==> run_1/port_nets.png <==
Scale: 6 px per um.
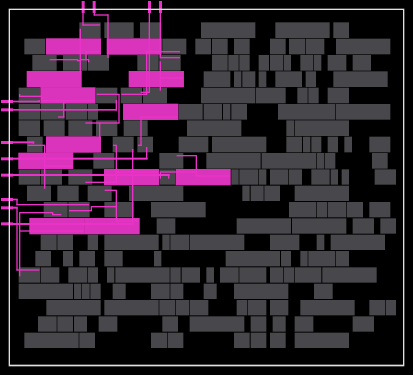
==> run_1/met2.png <==
Scale: 8 px per um.
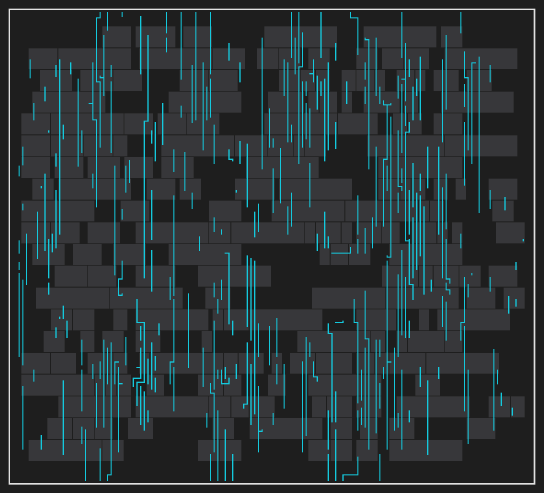
==> run_1/cell_classes.png <==
Scale: 6 px per um. Fill, decap, tap and diode cells in grey.
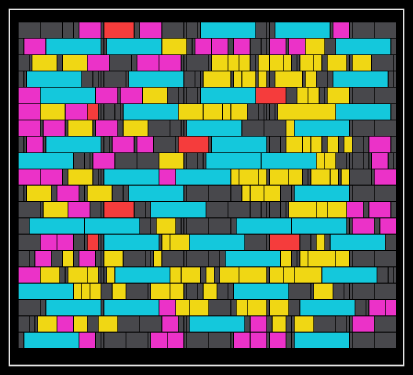
==> run_1/clock_map.png <==
Scale: 8 px per um.
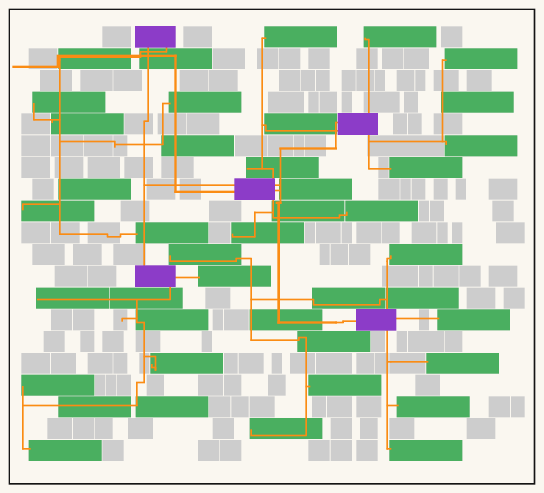
===== src/rtl/jpeg_enc_pkg.sv =====
// jpeg_enc_pkg: shared pixel-block constants and ping-pong buffer state types
package jpeg_enc_pkg;
  localparam int DATA_WIDTH = 12;
  localparam int NUM_PIX = 64;
  typedef enum logic [1:0] {BUF_FREE, BUF_FILL, BUF_FULL} buf_state_e;
  typedef logic buf_idx_t;
endpackage


===== src/rtl/jpeg_buf_state.sv =====
// jpeg_buf_state: per-buffer FREE/FILL/FULL state register
// Ports: set_fill_i (pixel accepted), set_full_i (last pixel accepted),
//        release_i (block consumed downstream), state_o (current state)
module jpeg_buf_state
  import jpeg_enc_pkg::*;
(
  input  logic       clock,
  input  logic       reset_n,
  input  logic       set_fill_i,
  input  logic       set_full_i,
  input  logic       release_i,
  output buf_state_e state_o
);
  buf_state_e state_q, state_d;
  always_comb state_d = release_i ? BUF_FREE : set_full_i ? BUF_FULL : set_fill_i ? BUF_FILL : state_q;
  always_ff @(posedge clock or negedge reset_n)
    if (!reset_n) state_q <= BUF_FREE;
    else state_q <= state_d;
  assign state_o = state_q;
endmodule


===== src/rtl/jpeg_block_fill_ctrl.sv =====
// jpeg_block_fill_ctrl: ping-pong fill controller for two pixel block buffers
// Ports: pix_valid_i/pix_ready_o/pix_data_i upstream raster stream;
//        buf_wr_en_o/buf_wr_data_o one-hot registered buffer write;
//        blk_valid_o/blk_sel_o/blk_ready_i completed-block offer to DCT;
//        fill_level_o pixels in current fill buffer; blk_count_o delivered blocks
module jpeg_block_fill_ctrl #(
  parameter int DATA_WIDTH = jpeg_enc_pkg::DATA_WIDTH,
  parameter int NUM_PIX    = jpeg_enc_pkg::NUM_PIX,
  parameter int CNT_WIDTH  = 16
) (
  input  logic                       clock,
  input  logic                       reset_n,
  input  logic                       pix_valid_i,
  output logic                       pix_ready_o,
  input  logic [DATA_WIDTH-1:0]      pix_data_i,
  output logic [1:0]                 buf_wr_en_o,
  output logic [DATA_WIDTH-1:0]      buf_wr_data_o,
  output logic                       blk_valid_o,
  output logic                       blk_sel_o,
  input  logic                       blk_ready_i,
  output logic [$clog2(NUM_PIX)-1:0] fill_level_o,
  output logic [CNT_WIDTH-1:0]       blk_count_o
);
  import jpeg_enc_pkg::*;
  localparam int FW = $clog2(NUM_PIX);
  buf_state_e st [2];
  buf_idx_t wr_sel_q, wr_sel_d, rd_sel_q, rd_sel_d;
  logic [FW-1:0] fill_q, fill_d;
  logic [1:0] wr_en_q, wr_en_d, set_fill, set_full, rel;
  logic [DATA_WIDTH-1:0] wr_data_q, wr_data_d;
  logic [CNT_WIDTH-1:0] cnt_q, cnt_d;
  logic accept, last, take;
  assign pix_ready_o = st[wr_sel_q] != BUF_FULL;
  assign accept = pix_valid_i & pix_ready_o;
  assign last = fill_q == FW'(NUM_PIX - 1);
  // the offer waits until the final pixel has landed in the buffer
  assign blk_valid_o = st[rd_sel_q] == BUF_FULL && !wr_en_q[rd_sel_q];
  assign take = blk_valid_o & blk_ready_i;
  always_comb begin
    wr_en_d   = accept ? 2'b01 << wr_sel_q : 2'b00;
    wr_data_d = accept ? pix_data_i : wr_data_q;
    fill_d    = accept ? (last ? '0 : fill_q + 1'b1) : fill_q;
    wr_sel_d  = wr_sel_q ^ (accept & last);
    rd_sel_d  = rd_sel_q ^ take;
    cnt_d     = cnt_q + CNT_WIDTH'(take);
    set_fill  = {2{accept & ~last}} & wr_en_d;
    set_full  = {2{accept & last}} & wr_en_d;
    rel       = {2{take}} & (2'b01 << rd_sel_q);
  end
  for (genvar i = 0; i < 2; i++) begin : g_buf
    jpeg_buf_state u_state (
      .clock      (clock),
      .reset_n    (reset_n),
      .set_fill_i (set_fill[i]),
      .set_full_i (set_full[i]),
      .release_i  (rel[i]),
      .state_o    (st[i])
    );
  end
  always_ff @(posedge clock or negedge reset_n)
    if (!reset_n) begin
      wr_sel_q  <= '0;
      rd_sel_q  <= '0;
      fill_q    <= '0;
      wr_en_q   <= '0;
      wr_data_q <= '0;
      cnt_q     <= '0;
    end else begin
      wr_sel_q  <= wr_sel_d;
      rd_sel_q  <= rd_sel_d;
      fill_q    <= fill_d;
      wr_en_q   <= wr_en_d;
      wr_data_q <= wr_data_d;
      cnt_q     <= cnt_d;
    end
  assign buf_wr_en_o   = wr_en_q;
  assign buf_wr_data_o = wr_data_q;
  assign blk_sel_o     = rd_sel_q;
  assign fill_level_o  = fill_q;
  assign blk_count_o   = cnt_q;
endmodule


===== config.mk =====
export PLATFORM = sky130hd
export DESIGN_NAME = jpeg_block_fill_ctrl
export DESIGN_NICKNAME = d
export VERILOG_FILES = /design/src/rtl/jpeg_enc_pkg.sv /design/src/rtl/jpeg_buf_state.sv /design/src/rtl/jpeg_block_fill_ctrl.sv
export SDC_FILE = /design/constraint.sdc
export NUM_CORES = 1
export LEC_CHECK = 0
export CORE_ASPECT_RATIO = 0.9
export CORE_UTILIZATION = 50
export DETAILED_ROUTE_END_ITERATION = 10
export PLACE_DENSITY_LB_ADDON = 0.05
export SYNTH_ARGS = -nofsm -noshare
export SYNTH_HDL_FRONTEND = slang
export SYNTH_SLANG_ARGS = --single-unit

===== constraint.sdc =====
create_clock -name clock -period 3 [get_ports clock]
set_input_delay 0.3 -clock clock [delete_from_list [all_inputs] [get_ports clock]]
set_output_delay 0.3 -clock clock [all_outputs]
set_load 0.1 [all_outputs]

==> impl_metrics.env, run 1 <==
# implementation run metrics
export IMPL_grt_max_degree=43
export IMPL_synthArstFlopShare_pct=100
export IMPL_cts_tree="yes"
export IMPL_sh_comb_area_pct=30.1
export IMPL_nets=224
export IMPL_crit_family="simple AND/OR/NAND/NOR gates"
export IMPL_chip_area_um2=3870
export IMPL_grt_use_met3_pct=9.04
export IMPL_status="completed"
export IMPL_startpoint="g_buf[0].u_state.state_o[0]"
export IMPL_start_kind="register"
export IMPL_met3_length_um=236
export IMPL_route_met2_wl_um=1520
export IMPL_path_class="register to register"
export IMPL_top_cells_by_count="dfrtp_1, xnor2_1, mux2_2"
export IMPL_fin_cells=247
export IMPL_vias=1251
export IMPL_cp_end_kind="register"
export IMPL_finalCriticalPeriod_ns=2.14
export IMPL_top_layer="met4"
export IMPL_synth_main_ff_cell="dfrtp_1"
export IMPL_postRouteAntennaNets=0
export IMPL_yosysTopAreaCellShare_pct=58.0
export IMPL_synth_most_common_cell="dfrtp_1"
export IMPL_path_clk_slew_ns=0.08
export IMPL_initCoreUtil_pct=52.9
export IMPL_ys_sh_mux_pct=8.07
export IMPL_max_freq_ghz=0.468
export IMPL_fin_tns_setup_ns=0
export IMPL_numPortBuffers=54
export IMPL_clkbuf_count=5
export IMPL_ys_sh_xor_pct=8.21
export IMPL_post_drt_wl_per_cell_um=13.5
export IMPL_wirelength_um=3340
export IMPL_seq_area_frac_synth_pct=58.0
export IMPL_largest_cell_class="registers"
export IMPL_via_per_inst=5.06
export IMPL_seq_area_um2=1050
export IMPL_clock_area_share_pct=3.30
export IMPL_lay_top_count="dfrtp_1"
export IMPL_hpwl_um=2400
export IMPL_rrSetupSlack_ns=0.86
export IMPL_cts_setup_buffers=0
export IMPL_grtUsageMet2_pct=29.2
export IMPL_grtUsageMet1_pct=26.0
export IMPL_grt_pass1_vias=1246
export IMPL_yosys_warnings=0
export IMPL_tool_warnings=27
export IMPL_nonClkBufAreaFrac_pct=19.6
export IMPL_syn2layout_area_growth_pct=31.9
export IMPL_synth_area_um2=1810
export IMPL_seq_cell_share_pct=44.0
export IMPL_cts_hold_buf=0
export IMPL_critical_path_arrival_ns=2.31
export IMPL_fp_dieH_um=59.1
export IMPL_critical_path_cell_count=9
export IMPL_cp_required_ns=3.17
export IMPL_first_iter_violations=46
export IMPL_critPathCapture="blk_count_o[12]"
export IMPL_numCtsBuffers=5
export IMPL_yosysChipArea_um2=1810
export IMPL_ctsLongestPathBuffers=2
export IMPL_top_logic_kind="simple AND/OR/NAND/NOR gates"
export IMPL_dp_slack_ns=0.903
export IMPL_antenna_found_initial=0
export IMPL_die_width_um=65.5
export IMPL_syn_avg_cell_area_um2=12.5
export IMPL_area_leaders="dfrtp_1, mux2_2, xnor2_1"
export IMPL_hold_class="input pin to async pin"
export IMPL_max_cap_viol_count=0
export IMPL_std_cell_rows=20
export IMPL_edf_count=0
export IMPL_slew_limit_headroom_pct=33.4
export IMPL_gp_congestion=0.756
export IMPL_cts_sinks=42
export IMPL_mostFrequentLayoutCells="dfrtp_1, buf_4, clkdlybuf4s50_1"
About port_nets.png:
- magenta: buf_wr_data_o (direction output; end cells 12; buffers 12; wire 367 um)

About met2.png:
- share of all routed wire: 45%
- main direction: vertical

About cell_classes.png:
- magenta: other buffers and delay cells (cells 54; share of their area 20%)
- red: clock drivers and dummy loads (cells 7; share of their area 3.4%)
- yellow: all other logic (cells 100; share of their area 32%)
- cyan: flops (cells 42; share of their area 45%)

About clock_map.png:
- green: flip-flops (count 42)
- purple: cells driving clock nets (count 5)
- orange: clock wires (length 491 um)
- routed clock nets: 6
- flops lie: widely spread

## run 1: flip-flops by register name, indices dropped and copies added (netlist names)
signal                 cells
blk_count_o               16
blk_sel_o                  1
buf_wr_data_o             12
buf_wr_en_o                2
fill_level_o               6
g_buf.u_state.state_o      4
wr_sel_q                   1
## run 1: metrics by stage
step / area (um^2) / util, %
finish: 2390 / 69.7
global route: 2390 / 69.7
CTS: 2390 / 69.7
detailed placement: 2310 / 67.4
global placement: 2310 / 67.4
floorplan: 1810 / -
## run 1: power by group
part,switching [mW],internal [mW]
logic,0.943,0.311
registers,0.100,0.685
clock network,0.180,0.156
total,1.22,1.15
==> run_1/final_clocks.png <==
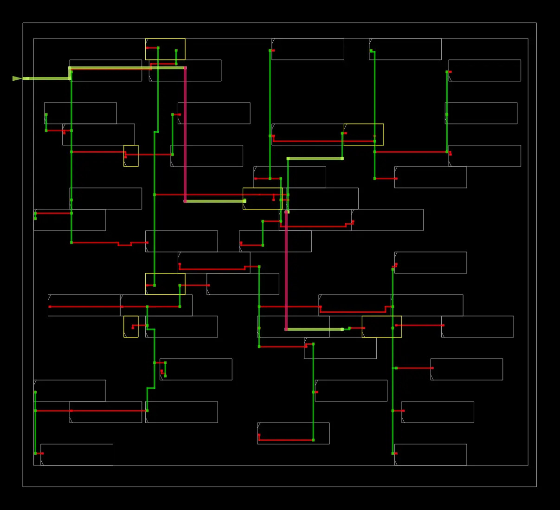

==> run 2, diff against run 1 <==
--- a/config.mk
+++ b/config.mk
@@ -6,7 +6,7 @@
 export NUM_CORES = 1
 export LEC_CHECK = 0
 export CORE_ASPECT_RATIO = 0.9
-export CORE_UTILIZATION = 50
+export CORE_UTILIZATION = 42
 export DETAILED_ROUTE_END_ITERATION = 10
 export PLACE_DENSITY_LB_ADDON = 0.05
 export SYNTH_ARGS = -nofsm -noshare
==> constraint.sdc (replaced) <==
create_clock -name clock -period 1.9 [get_ports clock]
set_input_delay 0.19 -clock clock [delete_from_list [all_inputs] [get_ports clock]]
set_output_delay 0.19 -clock clock [all_outputs]
set_load 0.1 [all_outputs]
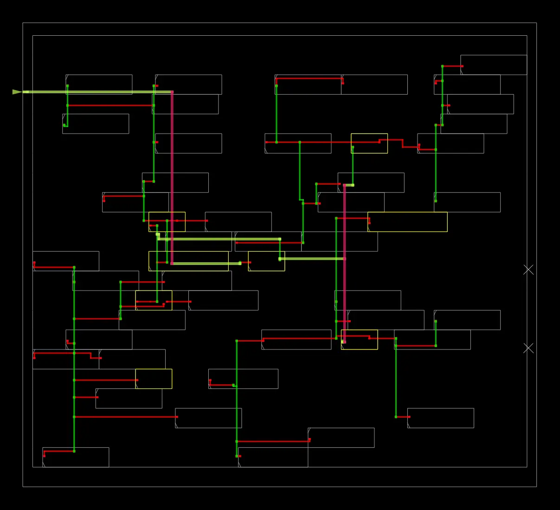
(run_2/final_clocks.png)
Clock Skew: 0.00805 ns
total CTS buffers: 5
clkbuf count: 6

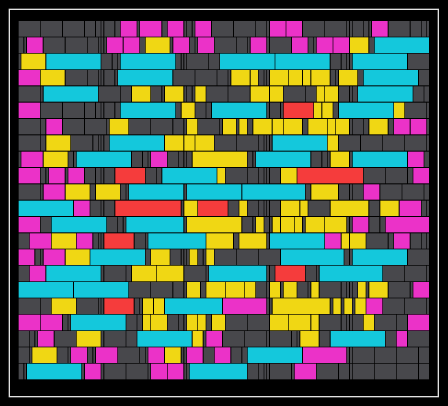
(run_2/cell_classes.png)
Scale: 6 px per um. Fill, decap, tap and diode cells in grey.
num rows: 22
post-layout util: 63.1%
core area: 4100 um^2
fin area: 2590 um^2
Seq/total area: 41.3%

==> run 2 against run 1 <==
The flow now finishes with violations (DRC). Worst hold slack better by 0.33 ns. Maximum frequency rose by 19%. First-iteration DRC count is 2.2% lower. Die size is 18% higher. Combinational power increased by about 60%. Critical path depth is the same. Count of clock-buffer cells in the layout up 1. Synthesized cell count unchanged.
==> impl_metrics.env, run 2 <==
# implementation run metrics
export IMPL_drc=2
export IMPL_area_leaders="dfrtp_1, mux2_2, xnor2_1"
export IMPL_fin_cells=259
export IMPL_synth_area_um2=1810
export IMPL_syn_avg_cell_area_um2=12.5
export IMPL_nonClkBufAreaFrac_pct=20.5
export IMPL_violations="DRC"
export IMPL_start_kind="register"
export IMPL_grt_overflow_total=0
export IMPL_clk_latency_ns=0.29
export IMPL_critical_path_arrival_ns=1.99
export IMPL_lay_top_count="buf_4"
export IMPL_synth_top_cell_by_area="dfrtp_1"
export IMPL_postRouteAntennaNets=0
export IMPL_buffers=61
export IMPL_top_power_group="combinational cells"
export IMPL_largest_cell_class="registers"
export IMPL_fin_ws_ns=0.0958
export IMPL_gp_congestion=0.781
export IMPL_fillCellCount=328
export IMPL_fp_dieH_um=64.3
export IMPL_synth_main_ff_cell="dfrtp_1"
export IMPL_seq_area_frac_synth_pct=58.0
export IMPL_p_seq_mw=1.27
export IMPL_hold_class="input pin to async pin"
export IMPL_top_layer="met4"
export IMPL_initCoreUtil_pct=44.2
export IMPL_post_drt_wl_per_cell_um=13.8
export IMPL_placed_area_um2=2430
export IMPL_nets=231
export IMPL_slew_limit_headroom_pct=55.9
export IMPL_wirelength_um=3580
export IMPL_synth_most_common_cell="dfrtp_1"
export IMPL_antenna_found_initial=0
export IMPL_max_stage_delay_ns=0.39
export IMPL_die_width_um=71.3
export IMPL_chip_area_um2=4580
export IMPL_grt_max_degree=30
export IMPL_yosysChipArea_um2=1810
export IMPL_dp_slack_ns=-0.000401
export IMPL_critPathCapture="blk_count_o[12]"
export IMPL_edf_count=0
export IMPL_pg_comb_mw=2.00
export IMPL_comb_cells=95
export IMPL_numPortBuffers=54
export IMPL_p_comb_share_pct=48.5
export IMPL_p_seq_share_pct=30.7
export IMPL_inverters=5
export IMPL_yosysTopAreaCellShare_pct=58.0
export IMPL_grt_use_met3_pct=4.26
export IMPL_hpwl_um=2610
export IMPL_seq_area_um2=1070
export IMPL_crit_family="simple AND/OR/NAND/NOR gates"
export IMPL_hold_viol=0
export IMPL_path_class="register to register"
export IMPL_worst_pin_slew_ns=0.662
export IMPL_first_iter_violations=45
export IMPL_internal_power_mw=2.16
export IMPL_cp_end_kind="register"
export IMPL_h_tree_depth=2
export IMPL_rrSetupSlack_ns=0.1
export IMPL_tool_warnings=28
export IMPL_rsz0062_at_grt="false"
export IMPL_tapCellCount=48
export IMPL_clock_area_share_pct=5.51
export IMPL_met3_length_um=166
export IMPL_path_clk_slew_ns=0.08
export IMPL_p_switching_mw=1.97
export IMPL_cts_sinks=42
export IMPL_cts_setup_buffers=0
export IMPL_route_met2_wl_um=1740
export IMPL_clockPowerShare_pct=20.9
export IMPL_reg2reg_from="g_buf[0].u_state.state_o[0]"
export IMPL_sh_comb_area_pct=29.6
export IMPL_max_cap_viol_count=0
export IMPL_max_freq_ghz=0.554
export IMPL_cp_required_ns=2.08
export IMPL_crit_slowest_cell="dfrtp_1"
export IMPL_cts_hold_buf=1
export IMPL_via_per_inst=5.07
export IMPL_drt_met1_wl_um=1630
export IMPL_vias=1313
export IMPL_status="finished with violations"
export IMPL_grtUsageMet1_pct=21.6
export IMPL_synthArstFlopShare_pct=100
export IMPL_critical_path_cell_count=9
export IMPL_finalPower_mw=4.13
export IMPL_startpoint="g_buf[0].u_state.state_o[0]"
export IMPL_switching_share_pct=47.8
export IMPL_cts_tree="yes"
export IMPL_syn2layout_area_growth_pct=42.7
export IMPL_flops=42
export IMPL_mostFrequentLayoutCells="buf_4, dfrtp_1, xnor2_1, clkdlybuf4s50_1, mux2_2"
export IMPL_top_cells_by_count="dfrtp_1, xnor2_1, mux2_2"
export IMPL_grtUsageMet2_pct=29.4
export IMPL_grt_pass1_vias=1385
export IMPL_yosys_warnings=0
export IMPL_setup_viol=0
export IMPL_fin_tns_setup_ns=0
export IMPL_largest_reg_flops=16
export IMPL_finalCriticalPeriod_ns=1.80
export IMPL_worstPathMaxFanout=4
export IMPL_ctsLongestPathBuffers=2
export IMPL_p_clk_mw=0.863
export IMPL_grt_pass1_wl_um=6220
export IMPL_worstRegToRegCells=9
export IMPL_crit_chain="nand2b_2 -> nor3_2 -> a31o_4 -> and2_4 -> ha_4 -> ha_4 -> and2_4 -> nand4_1 -> xnor2_1"
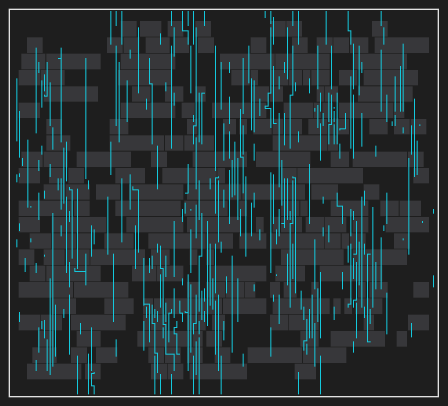
(run_2/met2.png)
Scale: 6 px per um.
- share of all routed wire: 49%
- main direction: vertical
- nets with wire on the layer: 204

-- run 2: cell count changes in the layout (fill, tap and decap cells not counted), sizes merged --
cell	delta
bufinv	+2
clkbuf	+1
dlygate4sd3	+1
clkinv	-2
buf	+18
clkdlybuf4s50	-12
-- run 2: kinds of logic (layout without fill, tap and decap cells) --
logic type      after synthesis  in the layout  synth area share [%]
xor+xnor                     17             17                  8.21
mux                          13             13                  8.07
flops                        42             42                  58.0
simple gates                 45             45                  13.0
fa+ha+maj                     5              5                  3.45
compound gates               15             15                  6.90
buf+inv                       8             74                  2.35
-- run 2: worst register-to-register path: stages, from the launching register on --
cell	delay, ns
dfrtp_1	0.39
nand2b_2	0.19
nor3_2	0.13
a31o_4	0.12
and2_4	0.16
ha_4	0.16
ha_4	0.15
and2_4	0.15
nand4_1	0.11
xnor2_1	0.15
No activity file was given, so power comes from the tool's default toggle rates.
